registers.png
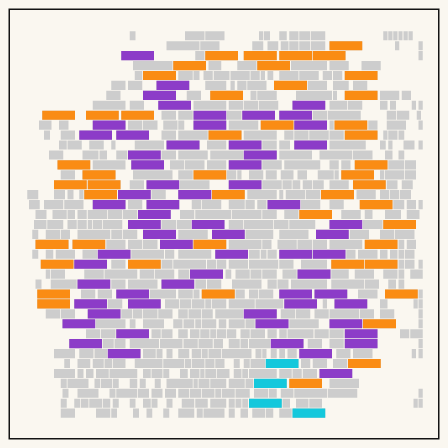
metal_stack.png
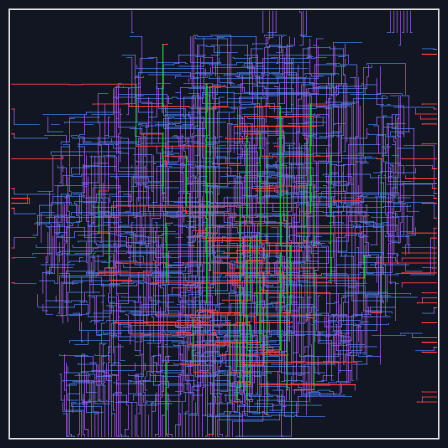
==> src/rtl/sb_tile_param.sv <==
// Parametrised 4-side switch-box tile with double-buffered routing config and readback.
// Define SB_TILE_OUT_REG_EN to add a selectable per-output pipeline register.
module sb_tile_param #(
    parameter int NUM_TRACKS = 4,
    parameter int TRACK_W    = 1
) (
    input  logic                            clk,
    input  logic                            rst,
    input  logic                            config_en,
    input  logic [31:0]                     config_addr,
    input  logic [31:0]                     config_data,
    input  logic [15:0]                     tile_id,
    output logic [31:0]                     config_rd_data,
    input  logic [4*NUM_TRACKS*TRACK_W-1:0] track_in,
    output logic [4*NUM_TRACKS*TRACK_W-1:0] track_out
);
    localparam int NW = 4 * NUM_TRACKS;
    localparam int IW = $clog2(NW);
    localparam int BW = NW * TRACK_W;

    logic [NW-1:0][3:0] shadow_q, shadow_d;
    logic [NW-1:0][3:0] active_q, active_d;
    logic [31:0]        rd_q, rd_d;
    logic [15:0]        addr_tile;
    logic [15:0]        addr_idx;
    logic [IW-1:0]      idx;
    logic               id_match;
    logic               bcast;
    logic               hit;
    logic               in_range;
    logic               commit;
    logic [BW-1:0]      mux_val;
    logic               unused_data;

    assign addr_tile   = config_addr[31:16];
    assign addr_idx    = config_addr[15:0];
    assign idx         = addr_idx[IW-1:0];
    assign id_match    = addr_tile == tile_id;
    assign bcast       = addr_tile == 16'hFFFF;
    assign hit         = config_en && (id_match || bcast);
    assign in_range    = 32'(addr_idx) < 32'(NW);
    assign commit      = hit && (addr_idx == 16'hFFFF);
    assign unused_data = ^config_data[31:4];

    // Commit copies the pre-edge shadow, so a write in an earlier cycle is seen.
    always_comb begin
        shadow_d = shadow_q;
        active_d = active_q;
        rd_d     = '0;
        if (hit && in_range) begin
            shadow_d[idx] = config_data[3:0];
        end
        if (commit) begin
            active_d = shadow_q;
        end
        if (id_match && !bcast && in_range) begin
            rd_d = {28'b0, shadow_q[idx]};
        end
    end

    always_ff @(posedge clk or negedge rst) begin
        if (!rst) begin
            shadow_q <= '0;
            active_q <= '0;
            rd_q     <= '0;
        end else begin
            shadow_q <= shadow_d;
            active_q <= active_d;
            rd_q     <= rd_d;
        end
    end

    assign config_rd_data = rd_q;

    function automatic logic [TRACK_W-1:0] route(
        input logic          en,
        input logic [1:0]    sel,
        input int            s,
        input int            t,
        input logic [BW-1:0] tin
    );
        int src;
        src   = int'(sel);
        route = '0;
        if (en && src != s) begin
            route = tin[(src*NUM_TRACKS+t)*TRACK_W +: TRACK_W];
        end
    endfunction

    always_comb begin
        mux_val = '0;
        for (int s = 0; s < 4; s++) begin
            for (int t = 0; t < NUM_TRACKS; t++) begin
                mux_val[(s*NUM_TRACKS+t)*TRACK_W +: TRACK_W] = route(
                    active_q[s*NUM_TRACKS+t][3],
                    active_q[s*NUM_TRACKS+t][1:0],
                    s, t, track_in);
            end
        end
    end

`ifdef SB_TILE_OUT_REG_EN
    logic [BW-1:0] pipe_q, pipe_d;

    // Flops load every edge; bit 2 only picks which copy reaches the pin.
    assign pipe_d = mux_val;

    always_ff @(posedge clk or negedge rst) begin
        if (!rst) begin
            pipe_q <= '0;
        end else begin
            pipe_q <= pipe_d;
        end
    end

    always_comb begin
        track_out = mux_val;
        for (int i = 0; i < NW; i++) begin
            if (active_q[i][2]) begin
                track_out[i*TRACK_W +: TRACK_W] = pipe_q[i*TRACK_W +: TRACK_W];
            end
        end
    end
`else
    logic unused_pipe_bits;

    always_comb begin
        unused_pipe_bits = 1'b0;
        for (int i = 0; i < NW; i++) begin
            unused_pipe_bits = unused_pipe_bits ^ active_q[i][2];
        end
    end

    assign track_out = mux_val;
`endif

endmodule

==> config.mk <==
export PLATFORM = sky130hd
export DESIGN_NAME = sb_tile_param
export DESIGN_NICKNAME = d
export VERILOG_FILES = /design/src/rtl/sb_tile_param.sv
export SDC_FILE = /design/constraint.sdc
export NUM_CORES = 1
export LEC_CHECK = 0
export ABC_AREA = 0
export CORE_MARGIN = 4
export CORE_UTILIZATION = 50
export CTS_CLUSTER_SIZE = 12
export DETAILED_ROUTE_END_ITERATION = 8
export PLACE_DENSITY = 0.86
export SKIP_LAST_GASP = 1
export SYNTH_ARGS = -nofsm -noshare
export SYNTH_HDL_FRONTEND = slang
export SYNTH_SLANG_ARGS = --single-unit
==> constraint.sdc <==
create_clock -name clk -period 2 [get_ports clk]
set_clock_uncertainty 0.05 [all_clocks]
set_input_delay 0.5 -clock clk [delete_from_list [all_inputs] [get_ports clk]]
set_output_delay 0.5 -clock clk [all_outputs]
set_load 0.01 [all_outputs]
==> results.txt <==
Observations from the implementation run.

Finish:
- The run gives the count of inverters other than clock inverters in the layout as 0.
- The library cells used most frequently in the layout, excluding fill and tap cells, are dfrtp_1 (116), mux2_2 (77), buf_4 (54), mux2_4 (45), conb_1 (28).
- The top cell type in the final layout, fill and taps aside, is dfrtp_1.
- The run puts the number of standard cells in the final layout excluding fillers at 771.
- After filler insertion, the fill cell instance count of the layout stands at 685.
- In the final layout, the clock buffer count is 22.
- More flip-flops sit in one register than any other, and that register is shadow_q.

Drt:
- The run gives the average vias per placed instance as 6.03.
- The run gives the top metal layer carrying routed signals as met4.

Power and ir drop:
- The run puts the leakage power total at 4.16 nW.
- IR analysis of the VDD net gives a maximum drop of 448 uV.
- Summed over the clock group, the power is 2.98 mW.
- The run puts the cell area power density at 677 mW/mm2.
- In the power breakdown, the biggest contributor is the clock network.
- The run gives the clock share of power as 51.5%.
- The flow reports that sequential cells draw 40.6% of the design power.

Die:
- The run gives the number of primary I/O pins as 147.
- The core region is 0.0116 mm2.

Final timing:
- The run puts the ratio of final minimum period to clock period at 111%.
- Max-slew check failures listed in the final report amount to 0.
- The run puts the number of setup violations in the final report at 32.
- The most critical hold endpoint after final layout shows a slack of 0.451 ns.
- The run puts the worst path setup slack after routing at -0.223 ns.
- The run puts the count of final hold-check violations at 0.

Synth:
- The run puts the number of cells in the yosys synthesis report at 444.
- The run puts the adder and majority cell fraction of the synthesized area at 0%.
- The run puts the number of warnings reported in the yosys synthesis log at 0.
- Summing the areas of all xor and xnor instances in the mapped netlist gives 2.35% of the synthesized area.
- Of the synthesized area, sequential elements account for 48.7%.
- The run puts the synthesized area per cell at 13.4 um2.
- The mapped netlist covers 0.00596 mm2.

Outcome:
- The run finished, with violations left.
- The checks that failed: negative setup slack.

Placement:
- In this run the tool buffered the top-level ports with 90 buffer cells.
- In the placement report, post-DP HPWL is listed as 11.4 mm.
- The run gives the number of placed instances, taps included as 707.

Setup path:
- By startpoint and endpoint, the worst setup path is classified as reg -> out.
- STA classifies the critical path startpoint as a register.

Global route:
- Per the GRT congestion report, total overflow comes to 0.
- Entering global routing, the biggest net connects 36 pins.

Hold path:
- The run gives the number of cells on the worst hold path as 1.
- In this run the most critical hold path is launched from shadow_q[46]$_DFFE_PN0P_.

Run:
- The run gives the max-capacitance violation count as 0.
## Picture notes: registers.png
config_rd_data: drawn in cyan, placed flops 4. shadow_q: drawn in purple, placed flops 64. active_q: drawn in orange, placed flops 48.
flip-flop and latch area: 0.00290 mm2
Flop+latch power: 2.35 mW

## Picture notes: metal_stack.png
met4: drawn in green, wire length 1,180 um. met2: drawn in purple, wire length 9,740 um. met3: drawn in red, wire length 1,420 um. met1: drawn in blue, wire length 7,190 um.
routed via count: 4,649
DRT Wirelength: 19.5 mm
gr usage total: 28.9%

Power and IR drop assume default switching activity.
